$ cat config.mk
export PLATFORM = sky130hd
export DESIGN_NAME = bht_arbiter
export DESIGN_NICKNAME = d
export VERILOG_FILES = /design/src/rtl/bht_arbiter.sv
export SDC_FILE = /design/constraint.sdc
export NUM_CORES = 1
export LEC_CHECK = 0
export CORE_UTILIZATION = 45
export CTS_CLUSTER_DIAMETER = 40
export DETAILED_ROUTE_END_ITERATION = 8
export REMOVE_ABC_BUFFERS = 1
export SETUP_SLACK_MARGIN = 0.2
export SLEW_MARGIN = 30
export SYNTH_ARGS = -nofsm -noshare
export SYNTH_HDL_FRONTEND = slang
export SYNTH_SLANG_ARGS = --single-unit
$ cat constraint.sdc
create_clock -name clk -period 4.3 [get_ports clk]
set_input_delay 0.43 -clock clk [delete_from_list [all_inputs] [get_ports clk]]
set_output_delay 0.43 -clock clk [all_outputs]
set_load 0.02 [all_outputs]
$ cat src/rtl/bht_arbiter.sv
// Branch history table of 2-bit saturating counters with one access per cycle,
// arbitrated between fetch lookups and a FIFO of resolved-branch updates.
module bht_arbiter #(
    parameter int INDEX_W = 4,
    parameter int Q_DEPTH = 4
) (
    input  logic               clk,
    input  logic               rst,
    input  logic               lookup_valid,
    input  logic [INDEX_W-1:0] lookup_index,
    output logic               lookup_ready,
    output logic               prediction,
    output logic               prediction_valid,
    input  logic               update_valid,
    input  logic [INDEX_W-1:0] update_index,
    input  logic               update_taken,
    output logic               update_ready,
    output logic               idle
);
    localparam int PTR_W   = $clog2(Q_DEPTH);
    localparam int ENTRIES = 1 << INDEX_W;
    localparam logic [PTR_W:0]   FULL_COUNT = Q_DEPTH[PTR_W:0];
    localparam logic [PTR_W:0]   CNT_ONE    = 1;
    localparam logic [PTR_W-1:0] PTR_ONE    = 1;

    typedef enum logic [1:0] {
        GRANT_NONE,
        GRANT_DRAIN,
        GRANT_LOOKUP,
        GRANT_UPDATE
    } grant_t;

    logic [1:0]         table_q [ENTRIES];
    logic [INDEX_W-1:0] q_index [Q_DEPTH];
    logic               q_taken [Q_DEPTH];
    logic [PTR_W-1:0]   rd_ptr;
    logic [PTR_W-1:0]   wr_ptr;
    logic [PTR_W:0]     count;

    grant_t             grant;
    logic               full;
    logic               empty;
    logic               enq;
    logic               deq;
    logic [INDEX_W-1:0] head_index;
    logic               head_taken;
    logic [1:0]         head_cnt;
    logic [1:0]         head_next;

    assign full         = (count == FULL_COUNT);
    assign empty        = (count == '0);
    assign lookup_ready = !full;
    assign update_ready = !full;
    assign idle         = empty;
    assign enq          = update_valid && !full;

    // A full queue takes the table ahead of lookups so updates cannot starve.
    always_comb begin
        grant = GRANT_NONE;
        if (full)
            grant = GRANT_DRAIN;
        else if (lookup_valid)
            grant = GRANT_LOOKUP;
        else if (!empty)
            grant = GRANT_UPDATE;
    end

    assign deq        = (grant == GRANT_DRAIN) || (grant == GRANT_UPDATE);
    assign head_index = q_index[rd_ptr];
    assign head_taken = q_taken[rd_ptr];
    assign head_cnt   = table_q[head_index];

    always_comb begin
        head_next = head_cnt;
        if (head_taken) begin
            if (head_cnt != 2'b11)
                head_next = head_cnt + 2'b01;
        end else if (head_cnt != 2'b00) begin
            head_next = head_cnt - 2'b01;
        end
    end

    always_ff @(posedge clk or posedge rst) begin
        if (rst) begin
            for (int i = 0; i < ENTRIES; i++)
                table_q[i] <= 2'b01;
        end else if (deq) begin
            table_q[head_index] <= head_next;
        end
    end

    always_ff @(posedge clk) begin
        if (enq) begin
            q_index[wr_ptr] <= update_index;
            q_taken[wr_ptr] <= update_taken;
        end
    end

    always_ff @(posedge clk or posedge rst) begin
        if (rst) begin
            rd_ptr <= '0;
            wr_ptr <= '0;
            count  <= '0;
        end else begin
            if (enq)
                wr_ptr <= wr_ptr + PTR_ONE;
            if (deq)
                rd_ptr <= rd_ptr + PTR_ONE;
            case ({enq, deq})
                2'b10:   count <= count + CNT_ONE;
                2'b01:   count <= count - CNT_ONE;
                default: count <= count;
            endcase
        end
    end

    // Lookups never coincide with a table write, so the read is the pre-edge value.
    always_ff @(posedge clk or posedge rst) begin
        if (rst) begin
            prediction       <= 1'b0;
            prediction_valid <= 1'b0;
        end else begin
            prediction_valid <= (grant == GRANT_LOOKUP);
            if (grant == GRANT_LOOKUP)
                prediction <= table_q[lookup_index][1];
        end
    end
endmodule
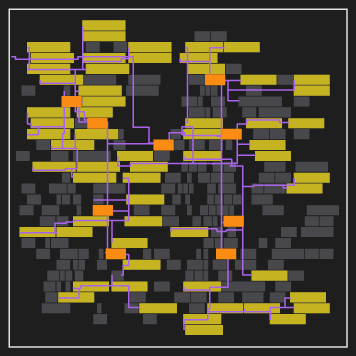
(run_1/clk_routes.png)
Drawn at 4 px/um.
Key: purple = clock wires [length 754 um]; orange = clock drivers [count 9]; yellow = flip-flops [count 61]
Position of the flops: all over the die. There are 10 routed clock nets.
power dissipated in the clock network: 0.000568 W
Clk network pwr share: 0.196
largest clock skew in the final design: 11.66 ps
worst-skew pair later-pin latency: 340 ps

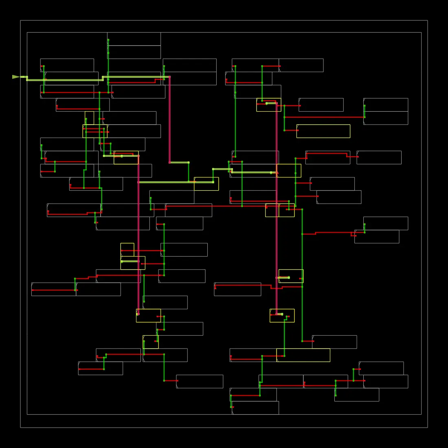
(run_1/clocks.png)
cts bufs inserted: 9
CLK BUF: 9
CTS Sinks: 61
Seq Cell Count: 61

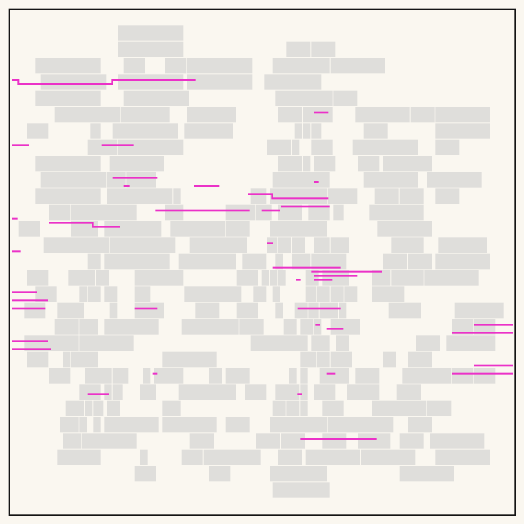
(run_1/layer_met3.png)
Drawn at 6 px/um. Cells faint in the background.
The layer holds 4.1% of the routed length. The wires run mostly horizontal. 27 nets have wire on it. The layer carries 230 um of wire. The longest straight run is 15.6 um.
final WL: 5666 um
Via Count: 1754
met3 Usage GRT: 0.03759

==> metrics.log, run 1 <==
[report] implementation figures
INFO  metric result_of_the_run = finished, final reports clean
INFO  metric cts_tree = done
INFO  metric post-route-drc-count = 0
INFO  metric number_of_routed_nets_with_antenna_violations = 0
INFO  metric worst-path-stages = 7
INFO  metric antenna_found_initial = 0
INFO  metric wire_length_of_the_first_global_routing_pass = 9660 um
INFO  metric die_area = 0.007069 mm2
INFO  metric first_global_vias = 1956
INFO  metric synth-cells-yosys = about 210
INFO  metric synth_top_cell_by_area = dfrtp_1
INFO  metric slew_headroom = 0.5182
INFO  metric fp.coreArea = between 0.006 and 0.007 mm2
INFO  metric switching_share = 0.3779
INFO  metric cp_slowest_cell = mux4_2
INFO  metric clock_area_frac = 0.06404
INFO  metric hold_path.class = input port to async pin
INFO  metric seqPwrFrac = 0.355
INFO  metric vdd.ir_drop.worst = 0.3039 mV
INFO  metric layout.filler_cells = 542
INFO  metric numPortBuffers = 17
INFO  metric dieWidth = 84.08 um
INFO  metric placementRows = 29
INFO  metric synthesis.instances = 208
INFO  metric layout_top_cells = mux2_2, dfrtp_1, edfxtp_1
INFO  metric place.detailed.hpwl = around 4200 um
INFO  metric post_cts.resized_instances = 0
INFO  metric holdBufCountCts = 0
INFO  metric rsz0062_at_grt = false
INFO  metric data_required_time_at_the_worst_endpoint = 4570 ps
INFO  metric met2_length = 2756 um
INFO  metric regArea = 0.001647 mm2
INFO  metric layout_setup_ws = roughly 1200 ps
INFO  metric flip_flop_and_latch_share_of_the_layout_cell_area = 0.4761
INFO  metric startpoint_type = register
INFO  metric finalCoreUtilization = 0.5385
INFO  metric ys_warn_count = 0
INFO  metric netlist-cell-type-count = 37
INFO  metric p_leak = 1.388 nW
INFO  metric fp_util = 0.4720
INFO  metric layout-area-overhead-vs-synth = 14.07%
INFO  metric total_power = 0.002897 W
INFO  metric critical_path.cell_chain = mux4_2 > mux2_1 > o22ai_1 > nor3_2 > o21ai_2 > a21oi_2 > mux2_2
INFO  metric taps = about 77
INFO  metric gpl.final_weighted_congestion = 0.8385
INFO  metric layout.non_clock_inverters = 7
INFO  metric chipHeight = about 84 um
INFO  metric viasPerCell = 5.658
INFO  metric ys_top_cells_by_count = mux2_2, dfrtp_1, edfxtp_1
INFO  metric clock_tree.buffer_depth = 2
INFO  metric synth_area_leaders = dfrtp_1, edfxtp_1, dfstp_2
INFO  metric flip_flops_with_a_built_in_enable = 20
INFO  metric grt_usage = 0.1805
INFO  metric worstMarginPinSlew = 716.0 ps
INFO  metric area.share.combinational = 0.3730
INFO  metric clock.fmax = ~330 MHz
INFO  metric maximum_number_of_pins_on_one_net_before_global_route_repair = 37
INFO  metric yosysMostFrequentCell = mux2_2
INFO  metric detailroute.wirelength.met3 = 229 um
INFO  metric finished_layout_cells = 310
INFO  metric firstDrtPassIters = 4
INFO  metric period_needed = 3054 ps
INFO  metric place_inst = a little under 300
INFO  metric grt_overflow = 0
INFO  metric worst-path-max-fanout = 20
INFO  metric final_count_of_negative_setup_slack_endpoints = 0
INFO  metric io_pins = 18
INFO  metric fin_setup_tns = 0 ps
INFO  metric placement_setup_slack = 1241 ps
INFO  metric avgSynthCellArea = 14.58 um2
INFO  metric cell_internal_pwr = approximately 0.0018 W
INFO  metric holdWs = a little over 300 ps
INFO  metric wirelength_met1 = 2531 um
INFO  metric layout.comb_gates.multi_input = roughly 130
INFO  metric ys_seq_elements = 61
INFO  metric combinationalPowerShare = 0.449
INFO  metric max_cap_violations = 0
INFO  metric yosysSeqAreaShare = 0.5431
INFO  metric largest_cell_class = sequential cells
INFO  metric critical_path.max_stage_delay = 820 ps
INFO  metric drive_above_1_share = 0.3605
INFO  metric final-nonclk-buf-share = 0.05137
INFO  metric cts.reportedPaths.clkPinSlew = approximately 70 ps
INFO  metric highest-signal-layer = met4
INFO  metric buffers_excl_clock = 18
INFO  metric comb_area = 0.001290 mm2
INFO  metric placed_area = 0.003237 mm2
INFO  metric synth.cell_area = slightly above 0.003 mm2
INFO  metric async_flop_share = 0.6721
INFO  metric final_net_count = 247
INFO  metric n_antenna_cell = 0
INFO  metric final_design_area_no_fill = 0.003458 mm2
INFO  metric pwr_density_cell = 837.8 mW/mm2
INFO  metric final_max_tran_viols = 0
INFO  metric finalCritPeriodShare = 0.7102
INFO  metric path_delay_family = multiplexers
INFO  metric drt_first_iter_violations = approximately 120
INFO  metric cts_htree_levels = 3
INFO  metric criticalPathCategory = register to register
INFO  metric synthDominantCellAreaShare = 0.2064
-- run 1: layer usage --
| metal | track usage | vias up |
|---|---|---|
| li1 | - | 809 |
| met4 | 0.09091 | 0 |
| met3 | 0.03759 | 18 |
| met5 | 0 | - |
| met1 | 0.2312 | 875 |
| met2 | 0.2906 | 52 |
-- run 1: power groups by stage --
stage	registers (W)	logic (W)	clock network, W
floorplan	0.000993	0.00100	0
global placement	0.00103	0.00126	0
detailed placement	0.00104	0.00131	0
CTS	0.00103	0.00131	0.000575
finish	0.00103	0.00130	0.000568
global route	0.00106	0.00144	0.000602
-- run 1: cells by family (layout without fill, tap and decap cells) --
kind of cell,Yosys count,after routing,share of synthesized area
compound gates,15,15,0.03632
xor+xnor,6,6,0.01734
fa+ha+maj,6,6,0.02724
buf+inv,16,41,0.03137
flops,61,61,0.5431
mux,61,61,0.2683
simple gates,43,43,0.07635
-- run 1: final timing paths --
kind                       slack, ps             startpoint                       to
min                              300                    rst    wr_ptr[1]$_DFFE_PP0P_
min reg2reg                      510   count[2]$_DFFE_PP0P_     count[2]$_DFFE_PP0P_
max                             1250  rd_ptr[0]$_DFFE_PP0P_  table_q[18]$_DFFE_PP1P_
max reg2reg                     1250  rd_ptr[0]$_DFFE_PP0P_  table_q[18]$_DFFE_PP1P_
max in group asynchronous       3260                    rst  table_q[24]$_DFFE_PP1P_
min in group clk                 510   count[2]$_DFFE_PP0P_     count[2]$_DFFE_PP0P_
-- run 1: state kept, by name, summed over array words and instances (netlist names) --
register,cells
wr_ptr,2
q_taken,4
q_index,16
prediction_valid,1
rd_ptr,2
table_q,32
count,3
prediction,1
==> run_1/layer_met1.png <==
Drawn at 3 px/um. Supply wires on this layer in grey.
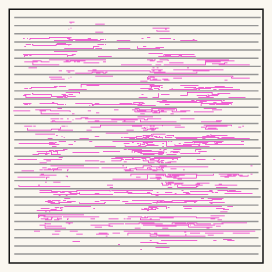

==> run 2, diff against run 1 <==
- PLACE_DENSITY: unset -> 0.65
- clock period: 4.3 -> 2.7 ns (I/O delays scaled with it)
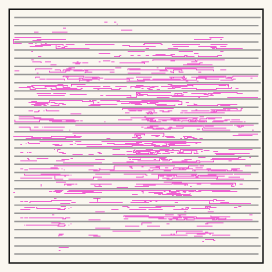
(run_2/layer_met1.png)
Drawn at 3 px/um. Supply wires on this layer in grey.
The longest straight run is 52.4 um. The wires run mostly horizontal. The layer holds 48% of the routed length.
Via Count: 1770
final WL: 6022 um
global routing usage on met1: 0.2630

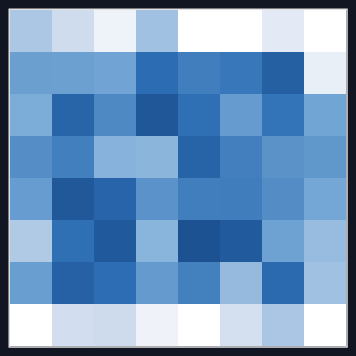
(run_2/cell_density.png)
Drawn at 4 px/um. The die is cut into 8 by 8 equal tiles; white is low, dark blue is high, 0 to 100% covered.
20% of the tiles are over 75% full. The mean over all tiles is 50%. 9.4% of the tiles are nearly empty. The fullest tile reaches 87%.
final core area utilization: 0.5683
placeable core area: 0.006422 mm2
initial cell density of the core: 0.4720

==> metrics.log, run 2 <==
[report] implementation figures
INFO  metric async_flop_share = 0.6721 (unchanged)
INFO  metric grt_usage = 0.1915 (+0.01099)
INFO  metric drt_first_iter_violations = 102 (-11%)
INFO  metric chipHeight = 84.08 um (unchanged)
INFO  metric place.detailed.hpwl = 4057 um (-4.1%)
INFO  metric regs_by_ff_count = table_q (32), q_index (16), q_taken (4)
INFO  metric final_net_count = 265 (+7.3%)
INFO  metric worst_r2r_endpoint = table_q[9]$_DFFE_PP0P_
INFO  metric clock.fmax = 388.3 MHz (+19%)
INFO  metric flip_flops_with_a_built_in_enable = 20 (unchanged)
INFO  metric finalCritPeriodShare = 0.9538 (+0.2436)
INFO  metric ys_sh_aoi = 0.03632 (unchanged)
INFO  metric cts_tree = done
INFO  metric cts.reportedPaths.clkPinSlew = 70 ps (about the same)
INFO  metric vdd.ir_drop.worst = 0.5491 mV (+81%)
INFO  metric layout_top_cells = mux2_2, dfrtp_1, edfxtp_1
INFO  metric post_cts.resized_instances = 12 (+12)
INFO  metric firstDrtPassIters = 6 (+2)
INFO  metric slew_headroom = 0.6537 (+0.1355)
INFO  metric n_antenna_cell = 0 (unchanged)
INFO  metric final_max_tran_viols = 0 (unchanged)
INFO  metric period_needed = 2575 ps (-478.5 ps)
INFO  metric avgSynthCellArea = 14.58 um2 (unchanged)
INFO  metric netlist_logic_family_top = multiplexers
INFO  metric synth.cellmix.xorXnorShare = 0.01733 (unchanged)
INFO  metric post_synth_and_or_nand_nor_area_fraction = 0.07635 (unchanged)
INFO  metric drive_above_1_share = 0.4183 (+0.05781)
INFO  metric total_power = 0.005084 W (+75%)
INFO  metric p_leak = 1.487 nW (+7.1%)
INFO  metric synth.cell_area = 0.003032 mm2 (unchanged)
INFO  metric worst_setup_path_end = table_q[9]$_DFFE_PP0P_
INFO  metric yosysMostFrequentCell = mux2_2
INFO  metric cts_buffers = 9 (unchanged)
INFO  metric yosys.area_share.adder = 0.02724 (unchanged)
INFO  metric total_switching_power = 0.001870 W
INFO  metric synthesis.instances = 208 (unchanged)
INFO  metric violations_in_the_final_reports = DRC
INFO  metric switching_share = 0.3678 (-0.01013)
INFO  metric synth-cells-yosys = 208 (unchanged)
INFO  metric layout-area-overhead-vs-synth = 20.39%
INFO  metric muxShareOfSynthArea = 0.2683 (unchanged)
INFO  metric startpoint = rd_ptr[0]$_DFFE_PP0P_
INFO  metric io_pins = 18 (unchanged)
INFO  metric clock_power_share = 0.173 (-0.023)
INFO  metric maximum_number_of_pins_on_one_net_before_global_route_repair = 42 (+14%)
INFO  metric numPortBuffers = 17 (unchanged)
INFO  metric combinationalPowerShare = 0.501 (+0.052)
INFO  metric timing.critical_path.arrival = ~2800 ps
INFO  metric hold_path.class = input port to async pin
INFO  metric gpl.final_weighted_congestion = 0.8382 (about the same)
INFO  metric max_cap_violations = 0 (unchanged)
INFO  metric top_cell_excl_fill_tap = mux2_2
INFO  metric wire_length_of_the_first_global_routing_pass = 9977 um (+3.3%)
INFO  metric result_of_the_run = complete, but fails checks
INFO  metric ys_warn_count = 0 (unchanged)
INFO  metric final_count_of_negative_setup_slack_endpoints = 0 (unchanged)
INFO  metric reg2reg_setup_slack = 120 ps (-1120 ps)
INFO  metric dieWidth = 84.08 um (unchanged)
INFO  metric critical_path.reg2reg.startpoint = rd_ptr[0]$_DFFE_PP0P_
INFO  metric antenna_found_initial = 0 (unchanged)
INFO  metric worstMarginPinSlew = 519.4 ps (-196.6 ps)
INFO  metric cts_htree_levels = 3 (unchanged)
INFO  metric post-route-drc-count = 2 (+2)
INFO  metric ys_area = 0.003032 mm2
INFO  metric criticalPathCategory = register to register
INFO  metric viasPerCell = 5.396 (-4.6%)
INFO  metric rsz0062_at_grt = true
INFO  metric dominantRegCellSynth = dfrtp_1
INFO  metric synth_top_cell_by_area = dfrtp_1
INFO  metric fin_setup_tns = 0 ps (unchanged)
INFO  metric placementRows = 29 (unchanged)
INFO  metric registers.top_by_ff_count = table_q
INFO  metric holdBufCountCts = 0 (unchanged)
INFO  metric synthDominantCellAreaShare = 0.2064 (unchanged)
INFO  metric cts_sinks = 61 (unchanged)
INFO  metric number_of_routed_nets_with_antenna_violations = 0 (unchanged)
INFO  metric cell_internal_pwr = 0.003214 W (+78%)
INFO  metric ys_top_cells_by_count = mux2_2, dfrtp_1, edfxtp_1
INFO  metric clock_insertion_delay_worst_skew = 340 ps (about the same)
INFO  metric worst_r2r_path_depth = 8
INFO  metric pwr_density_cell = 1393 mW/mm2 (+66%)
INFO  metric grt_overflow = 0 (unchanged)
INFO  metric worstSetupEndpointType = register
INFO  metric clock_tree.buffer_depth = 2 (unchanged)
INFO  metric first_global_vias = 1881 (-3.8%)
INFO  metric netlist-cell-type-count = 37 (unchanged)
INFO  metric largest_clock_skew_in_the_final_design = 11.46 ps (-0.1932 ps)
INFO  metric yosysSeqAreaShare = 0.5431 (unchanged)
INFO  metric synth_area_leaders = dfrtp_1, edfxtp_1, dfstp_2
INFO  metric ys_seq_elements = 61 (unchanged)
INFO  metric largest_reg_flops = 32 (unchanged)
INFO  metric cts_setup_buffers = 9
INFO  metric die_area = 0.007069 mm2 (unchanged)
INFO  metric startpoint_type = register
INFO  metric seqPwrFrac = 0.327 (-0.028)
INFO  metric worst-path-max-fanout = 16 (-20%)
INFO  metric data_required_time_at_the_worst_endpoint = 2920 ps (-1650 ps)
run 2: cell counts after synthesis:
No cell type changed its count.
run 2: cell type report:
type	instances	area, um2
Clock inverter	6	87.58
Inverter	7	26.28
Tap cell	77	96.34
Sequential cell	61	1648
Multi-Input combinational cell	132	1348
Timing Repair Buffer	35	316.6
Fill cell	521	2773
Clock buffer	10	127.6
run 2: stage by stage:
step           hold slack (ps)  cell area (um2)  setup WS (ps)  cells
6_report                 355.3             3650          124.7    328
5_1_grt                  412.5             3650          36.77    328
4_1_cts                  366.3             3650          144.7    328
3_5_place_dp             508.1             3297         -34.68    302
3_3_place_gp             507.3             3297         -16.42    302
2_1_floorplan            368.9             2963         -10.82    199
run 2: power groups by stage:
stage / Sequential [W] / Clock (W) / Combinational, W
5_1_grt: 0.00170 / 0.000928 / 0.00276
2_1_floorplan: 0.00158 / 0 / 0.00160
4_1_cts: 0.00166 / 0.000894 / 0.00254
6_report: 0.00166 / 0.000877 / 0.00255
3_3_place_gp: 0.00166 / 0 / 0.00216
3_5_place_dp: 0.00166 / 0 / 0.00219
run 2: cells by family after synthesis:
| logic type | after synthesis |
|---|---|
| mux | 61 |
| flops | 61 |
| simple gates | 43 |
| buf+inv | 16 |
| compound gates | 15 |
| xor+xnor | 6 |
| fa+ha+maj | 6 |
run 2: critical path, stage by stage, from the launching register on:
cell,delay (ps)
dfrtp_2,440
mux4_2,620
mux2_1,340
o22ai_1,190
nor3_2,100
nor3_4,260
o21ai_2,80
buf_6,150
mux2_2,270
run 2: per-layer routing:
metal | share of wire | track usage | vias up
li1 | - | - | 851
met1 | 0.48 | 0.2630 | 877
met2 | 0.46 | 0.2891 | 33
met3 | 0.045 | 0.06133 | 9
met4 | 0.015 | 0.06113 | 0
met5 | 0 | 0 | -
Power and IR drop assume default switching activity.
